File: src/rtl/led_blink_driver.sv
// Turns single-cycle event pulses into visible, evenly spaced LED blinks.
// Requests arriving mid-blink are queued up to MAX_PENDING; extras are dropped and flagged.
module led_blink_driver #(
   parameter int ON_CYCLES   = 20,
   parameter int OFF_CYCLES  = 20,
   parameter int MAX_PENDING = 3,
   parameter int PEND_W      = $clog2(MAX_PENDING + 1)
) (
   input  logic              clk,
   input  logic              rst,
   input  logic              pulse_in,
   output logic              led_out,
   output logic              busy,
   output logic [PEND_W-1:0] pending,
   output logic              overflow
);

   localparam int MAX_CYC = (ON_CYCLES > OFF_CYCLES) ? ON_CYCLES : OFF_CYCLES;
   localparam int CNT_W   = (MAX_CYC > 1) ? $clog2(MAX_CYC) : 1;

   localparam logic [CNT_W-1:0]  ON_LAST   = CNT_W'(ON_CYCLES - 1);
   localparam logic [CNT_W-1:0]  OFF_LAST  = CNT_W'(OFF_CYCLES - 1);
   localparam logic [PEND_W-1:0] PEND_FULL = PEND_W'(MAX_PENDING);

   typedef enum logic [1:0] {
      IDLE = 2'd0,
      ON   = 2'd1,
      OFF  = 2'd2
   } state_t;

   state_t            r_state;
   state_t            w_stateNext;
   logic [CNT_W-1:0]  r_cnt;
   logic [CNT_W-1:0]  w_cntNext;
   logic              r_led;
   logic              w_ledNext;
   logic [PEND_W-1:0] r_pending;
   logic [PEND_W-1:0] w_pendingNext;
   logic              r_overflow;
   logic              w_overflowNext;
   logic              w_slotFree;
   logic              w_start;

   // A new blink may begin from IDLE or on the last cycle of the dark gap.
   assign w_slotFree = (r_state == IDLE) || ((r_state == OFF) && (r_cnt == OFF_LAST));
   assign w_start    = w_slotFree && ((r_pending != '0) || pulse_in);

   always_ff @(posedge clk or posedge rst) begin
      if (rst) begin
         r_state    <= IDLE;
         r_cnt      <= '0;
         r_led      <= 1'b0;
         r_pending  <= '0;
         r_overflow <= 1'b0;
      end else begin
         r_state    <= w_stateNext;
         r_cnt      <= w_cntNext;
         r_led      <= w_ledNext;
         r_pending  <= w_pendingNext;
         r_overflow <= w_overflowNext;
      end
   end

   always_comb begin
      w_stateNext    = r_state;
      w_cntNext      = r_cnt;
      w_ledNext      = 1'b0;
      w_pendingNext  = r_pending;
      w_overflowNext = 1'b0;

      case (r_state)
         ON: begin
            if (r_cnt == ON_LAST) begin
               w_stateNext = OFF;
               w_cntNext   = '0;
               w_ledNext   = 1'b0;
            end else begin
               w_cntNext = r_cnt + CNT_W'(1);
               w_ledNext = 1'b1;
            end
         end
         OFF: begin
            if (r_cnt == OFF_LAST) begin
               w_stateNext = IDLE;
               w_cntNext   = '0;
            end else begin
               w_cntNext = r_cnt + CNT_W'(1);
            end
         end
         default: begin
            w_stateNext = IDLE;
            w_cntNext   = '0;
         end
      endcase

      // Starting overrides the phase logic; a queued request is served before a fresh one.
      if (w_start) begin
         w_stateNext = ON;
         w_cntNext   = '0;
         w_ledNext   = 1'b1;
         if ((r_pending != '0) && !pulse_in) begin
            w_pendingNext = r_pending - PEND_W'(1);
         end
      end else if (pulse_in) begin
         if (r_pending == PEND_FULL) begin
            w_overflowNext = 1'b1;
         end else begin
            w_pendingNext = r_pending + PEND_W'(1);
         end
      end
   end

   assign led_out  = r_led;
   assign busy     = (r_state != IDLE);
   assign pending  = r_pending;
   assign overflow = r_overflow;

endmodule
File: config.mk
export PLATFORM = sky130hd
export DESIGN_NAME = led_blink_driver
export DESIGN_NICKNAME = d
export VERILOG_FILES = /design/src/rtl/led_blink_driver.sv
export SDC_FILE = /design/constraint.sdc
export NUM_CORES = 1
export LEC_CHECK = 0
export CORE_MARGIN = 2
export CORE_UTILIZATION = 46
export CTS_CLUSTER_DIAMETER = 50
export DETAILED_ROUTE_END_ITERATION = 7
export PLACE_DENSITY = 0.78
export SLEW_MARGIN = 10
export SYNTH_ARGS = -nofsm -noshare
export SYNTH_HDL_FRONTEND = slang
export SYNTH_SLANG_ARGS = --single-unit
File: constraint.sdc
create_clock -name clk -period 1.35 [get_ports clk]
set_input_delay 0.135 -clock clk [delete_from_list [all_inputs] [get_ports clk]]
set_output_delay 0.135 -clock clk [all_outputs]
set_load 0.01 [all_outputs]
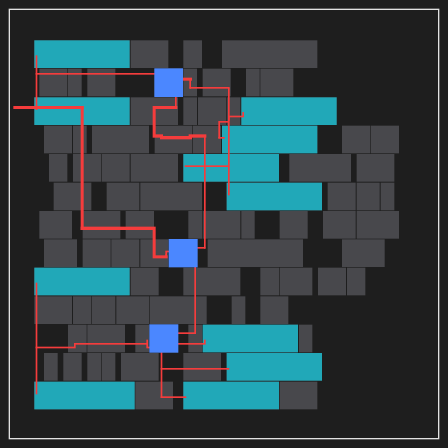
(images/clk_routes.png)
Key: blue = clock drivers [count 3]; red = clock wires [length 153 µm]; cyan = flip-flops [count 11]
There are 4 routed clock nets.

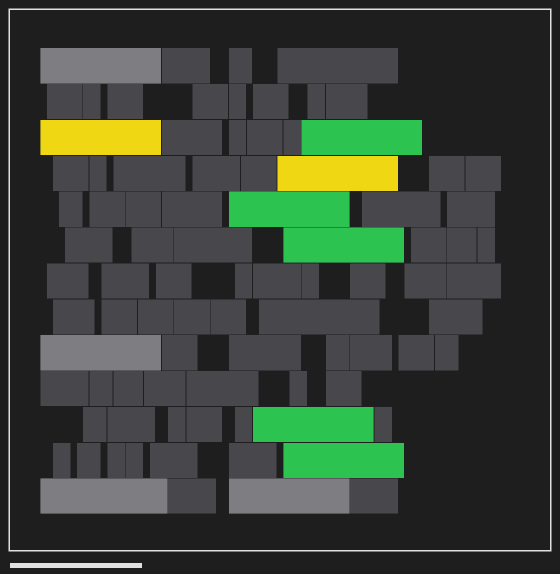
(images/flops_by_reg.png)
Bar = 10 µm. Other sequential cells in the stronger gray, the rest of the logic in the fainter gray.
Key: yellow = `r_state` [sequential cells 2]; green = `r_cnt` [sequential cells 5]
Another 4 sequential cells are not colored.

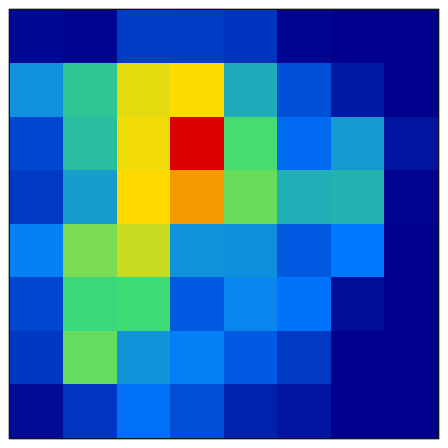
(images/metal_density.png)
The die is cut into 8 by 8 equal tiles; dark blue is low, red is high, scaled to the fullest tile. Values are wire area over tile area, all layers added.
The densest ninth of the die: center. The emptiest ninth of the die: lower right. The fullest tile reaches 0.53. 19% of the tiles are over half the peak. 20% of the tiles are nearly empty. The mean over all tiles is 0.14.

==> per-stage QoR <==
| step | setup WS, ns | hold WS [ns] | util [%] |
|---|---|---|---|
| 2_1_floorplan | -0.0256 | -0.0126 | - |
| 5_1_grt | -0.138 | 0.214 | 72.0 |
| 3_5_place_dp | -0.0903 | 0.461 | 67.3 |
| 6_report | -0.0499 | 0.171 | 72.0 |
| 4_1_cts | -0.0638 | 0.169 | 71.5 |
| 3_3_place_gp | -0.0458 | 0.453 | 67.3 |
==> metal layers <==
layer  vias to the layer above  part of all wire (%)
li1                        265                     -
met1                       264                    44
met2                        22                    48
met3                         6                   4.5
met4                         0                   3.0
met5                         -                     0
==> cell type report <==
type                    count  area share (%)
multi-input cells          41            39.8
inverters                   6            2.44
clock buffers               4            2.84
well taps                  15            2.03
flip-flops and latches     11            29.9
repair buffers             26            23.0
==> final timing paths <==
path	to	slack, ns	depth (start not counted)
max in group asynchronous	pending[1]	0.84	2
worst min register to register	pending[1]	0.59	2
worst max register to register	pending[0]	-0.05	5
min in group clk	pending[1]	0.59	2
worst max-delay path	pending[0]	-0.05	5
worst min-delay path	r_cnt[2]	0.17	2
==> repair_timing <==
item                       in CTS  in global routing
gates resized                  12                  5
setup endpoints to repair       7                 12
setup buffers                   1                  0
pin swaps                       4                  4
gates cloned                    0                  0
==> power breakdown <==
group / switching (W) / internal, W
Sequential: 0.000000312 / 0.000331
Clock: 0.000112 / 0.000115
Combinational: 0.0000131 / 0.0000117
==> synth_stat cells <==
cell / n
sky130_fd_sc_hd__mux2_4: 1
sky130_fd_sc_hd__mux2i_1: 3
sky130_fd_sc_hd__nand3_1: 2
sky130_fd_sc_hd__o21ai_1: 1
sky130_fd_sc_hd__nand2b_2: 1
sky130_fd_sc_hd__ha_1: 5
sky130_fd_sc_hd__dfrtp_1: 11
sky130_fd_sc_hd__inv_1: 6
sky130_fd_sc_hd__o211ai_2: 1
sky130_fd_sc_hd__nand2_1: 4
sky130_fd_sc_hd__xnor2_1: 1
sky130_fd_sc_hd__a21oi_1: 1
sky130_fd_sc_hd__o21ai_0: 3
sky130_fd_sc_hd__and4_2: 1
sky130_fd_sc_hd__nor3_2: 1
sky130_fd_sc_hd__o211a_1: 1
sky130_fd_sc_hd__and4bb_4: 1
sky130_fd_sc_hd__nor2b_1: 1
sky130_fd_sc_hd__a22oi_1: 1
sky130_fd_sc_hd__a21oi_4: 1
sky130_fd_sc_hd__nand4b_1: 2
sky130_fd_sc_hd__o311a_1: 1
sky130_fd_sc_hd__xor2_1: 1
sky130_fd_sc_hd__o211ai_1: 1
sky130_fd_sc_hd__nor2_1: 6
==> kinds of logic after synthesis <==
group | after synthesis
buffers and inverters | 6
adders and majority gates | 5
DFF | 11
AOI/OAI and AO/OA | 11
and+or+nand+nor | 19
xor gates and xnor gates | 2
muxes | 4
==> worst max-delay path, delay by kind of cell (launching register included) <==
| family | cells | cell delay, ns |
|---|---|---|
| compound gates | 2 | 0.38 |
| mux | 1 | 0.20 |
| flops | 1 | 0.41 |
| fa+ha+maj | 1 | 0.20 |
| buf+inv | 1 | 0.15 |
==> report_table.html <==
<h3>Flow metrics</h3>
<table>
<tr><th>Metric</th><th>Value</th></tr>
<tr><th colspan="2">Placed design</th></tr>
<tr><td>Number of port buffers</td><td>7</td></tr>
<tr><td>RePlAce Congestion</td><td>0.734</td></tr>
<tr><td>Placed cell count</td><td>98</td></tr>
<tr><td>Half-perimeter wire length of the detailed placement result</td><td>1030 µm</td></tr>
<tr><td>Post-placement cell area</td><td>865 µm²</td></tr>
<tr><th colspan="2">Setup path</th></tr>
<tr><td>Crit. Startpoint</td><td>r_state[1]</td></tr>
<tr><td>Setup crit end kind</td><td>flip-flop</td></tr>
<tr><td>Data required time at the worst endpoint</td><td>1.56 ns</td></tr>
<tr><td>Arrival time of data at the critical path endpoint</td><td>1.61 ns</td></tr>
<tr><td>Kind of launch point of the worst setup path</td><td>flip-flop</td></tr>
<tr><td>Worst flop-to-flop path startpoint</td><td>r_state[1]</td></tr>
<tr><td>WS Path Type</td><td>reg2reg</td></tr>
<tr><td>Delay of the slowest cell on the worst path</td><td>0.41 ns</td></tr>
<tr><td>Crit path max-delay cell type</td><td>sky130_fd_sc_hd__dfrtp_1</td></tr>
<tr><td>Sequence of cells on the critical path</td><td>buf_4, ha_2, a21oi_4, mux2i_1, o311a_1</td></tr>
<tr><td>Max FO, Critical Path</td><td>5</td></tr>
<tr><th colspan="2">Clock network</th></tr>
<tr><td>CTS tree</td><td>built</td></tr>
<tr><td>Number of clock sinks</td><td>11</td></tr>
<tr><td>Clock slew seen by the registers of the worst setup and hold paths</td><td>0.07 ns</td></tr>
<tr><td>Cts-stage hold buffer count</td><td>0</td></tr>
<tr><td>Clk root buf</td><td>sky130_fd_sc_hd__clkbuf_4</td></tr>
<tr><td>Number of buffers on the longest clock path</td><td>2</td></tr>
<tr><td>Number of clock buffers inserted by TritonCTS</td><td>3</td></tr>
<tr><td>H-tree level count</td><td>1</td></tr>
<tr><td>Clock network latency to the later pin of the worst-skew pair</td><td>0.27 ns</td></tr>
<tr><th colspan="2">Cells and area</th></tr>
<tr><td>Final cell area excluding filler cells</td><td>925 µm²</td></tr>
<tr><td>Top logic cell by instance count in the layout</td><td>sky130_fd_sc_hd__buf_4</td></tr>
<tr><td>Area Growth Syn to Fin</td><td>47.2%</td></tr>
<tr><td>Final Instance Count excl. Fillers</td><td>103</td></tr>
<tr><td>Flip-flop and latch area</td><td>277 µm²</td></tr>
<tr><td>Final net count</td><td>97</td></tr>
<tr><td>Diode count</td><td>0</td></tr>
<tr><td>Max reg flops</td><td>5</td></tr>
<tr><td>Most frequent cells in the layout</td><td>sky130_fd_sc_hd__buf_4, sky130_fd_sc_hd__dfrtp_1, sky130_fd_sc_hd__nor2_1</td></tr>
<tr><td>Total area of multi-input combinational cells</td><td>368 µm²</td></tr>
<tr><td>Total of fill cells in the finished design</td><td>98</td></tr>
<tr><td>Register ranked first by flip-flop count</td><td>r_cnt</td></tr>
<tr><td>Share of post-route cells with drive strength above 1</td><td>44.3%</td></tr>
<tr><th colspan="2">Final timing</th></tr>
<tr><td>Final-layout setup total negative slack</td><td>-0.144 ns</td></tr>
<tr><td>Setup Viol. Count Final</td><td>4</td></tr>
<tr><td>Transition time of the tightest slew-check pin</td><td>0.449 ns</td></tr>
<tr><td>Final hold vios</td><td>0</td></tr>
<tr><td>Fraction of the cycle the final worst path needs</td><td>104%</td></tr>
<tr><td>Max-slew headroom</td><td>70.0%</td></tr>
<tr><td>Unrepaired setup endpoints after global routing</td><td>yes</td></tr>
<tr><td>Number of max-slew violations in the final report</td><td>0</td></tr>
<tr><td>Worst path setup slack after routing</td><td>-0.0499 ns</td></tr>
<tr><td>Highest attainable clock frequency</td><td>0.714 GHz</td></tr>
<tr><td>Post-Route Skew</td><td>0.00471 ns</td></tr>
<tr><td>Post-layout min period</td><td>1.40 ns</td></tr>
<tr><th colspan="2">Power and ir drop</th></tr>
<tr><td>PnR Total Power</td><td>0.000583 W</td></tr>
<tr><td>Cell leakage power</td><td>0.420 nW</td></tr>
<tr><td>Power Density</td><td>630 nW/µm²</td></tr>
<tr><td>Worst ir drop on vdd</td><td>465 µV</td></tr>
<tr><th colspan="2">Synth</th></tr>
<tr><td>Sequential area share after synthesis</td><td>43.8%</td></tr>
<tr><td>Adder Share, Synth</td><td>9.96%</td></tr>
<tr><td>Share of cell area taken by muxes after synthesis</td><td>7.17%</td></tr>
<tr><td>Tally of yosys warning messages</td><td>0</td></tr>
<tr><td>Number of nets in the synthesized netlist</td><td>66</td></tr>
<tr><td>Comb area leader</td><td>simple AND/OR/NAND/NOR gates</td></tr>
<tr><td>Synthesized registers</td><td>11</td></tr>
<tr><td>Synthesized netlist cell count</td><td>58</td></tr>
<tr><td>Count of instantiated cells in the yosys netlist</td><td>58</td></tr>
<tr><td>Xor and xnor area share after synthesis</td><td>2.79%</td></tr>
<tr><td>Simple logic cell fraction of the synthesized area</td><td>18.5%</td></tr>
<tr><td>Main area contributors after synthesis</td><td>sky130_fd_sc_hd__dfrtp_1, sky130_fd_sc_hd__ha_1, sky130_fd_sc_hd__mux2i_1</td></tr>
<tr><td>Number of distinct library cells after synthesis</td><td>25</td></tr>
<tr><td>Area share, top type</td><td>43.8%</td></tr>
<tr><td>Cell area after synthesis</td><td>628 µm²</td></tr>
<tr><td>Cell taking the most area after synthesis</td><td>sky130_fd_sc_hd__dfrtp_1</td></tr>
<tr><td>AO/OA Area Share</td><td>14.1%</td></tr>
<tr><td>Mean instance size in the synthesized netlist</td><td>10.8 µm²</td></tr>
<tr><td>Yosys stat area</td><td>628 µm²</td></tr>
<tr><th colspan="2">Die</th></tr>
<tr><td>Number of top-level pins</td><td>8</td></tr>
<tr><td>Fp_density</td><td>48.9%</td></tr>
<tr><td>Overall chip area</td><td>1680 µm²</td></tr>
<tr><td>Core region area</td><td>1280 µm²</td></tr>
<tr><td>Chip width</td><td>41.0 µm</td></tr>
<tr><td>Die boundary height</td><td>41.0 µm</td></tr>
<tr><td>Standard-cell rows</td><td>13</td></tr>
<tr><th colspan="2">Job</th></tr>
<tr><td>Count of warning messages emitted by the tools</td><td>32</td></tr>
<tr><td>Maximum capacitance violations</td><td>0</td></tr>
<tr><th colspan="2">GRT</th></tr>
<tr><td>Congestion Overflow GR</td><td>0</td></tr>
<tr><td>Met1 Resource Use GR</td><td>27.1%</td></tr>
<tr><td>Number of antenna violations at the first check in global routing</td><td>0</td></tr>
<tr><td>Grt met2 use</td><td>37.1%</td></tr>
<tr><td>Layer with the highest usage</td><td>met2</td></tr>
<tr><td>Gr usage total</td><td>22.4%</td></tr>
<tr><td>Via count of the first global-routing pass</td><td>517</td></tr>
<tr><td>Global routing usage on met3</td><td>3.26%</td></tr>
<tr><td>Wire length of the first global-routing pass</td><td>2310 µm</td></tr>
<tr><td>Pin count of the biggest net entering global routing</td><td>12</td></tr>
<tr><th colspan="2">Detailed routing</th></tr>
<tr><td>Post-Route WL</td><td>1450 µm</td></tr>
<tr><td>Count of vias placed by the detailed router</td><td>557</td></tr>
<tr><td>DRC violation count after routing</td><td>0</td></tr>
<tr><td>WL/cell</td><td>14.1 µm</td></tr>
<tr><td>Number of vias per cell</td><td>5.41</td></tr>
<tr><td>Post-DRT Antenna Nets</td><td>0</td></tr>
<tr><td>Count of TritonRoute iterations in the first routing pass</td><td>4</td></tr>
<tr><td>Initial DRC count</td><td>7</td></tr>
<tr><th colspan="2">Hold path</th></tr>
<tr><td>Hold WC Path Type</td><td>in2async</td></tr>
<tr><th colspan="2">Outcome</th></tr>
<tr><td>Violated checks</td><td>negative setup slack</td></tr>
<tr><td>Result of the run</td><td>finished, violations left</td></tr>
</table>
No activity file was given, so power comes from the tool's default toggle rates.
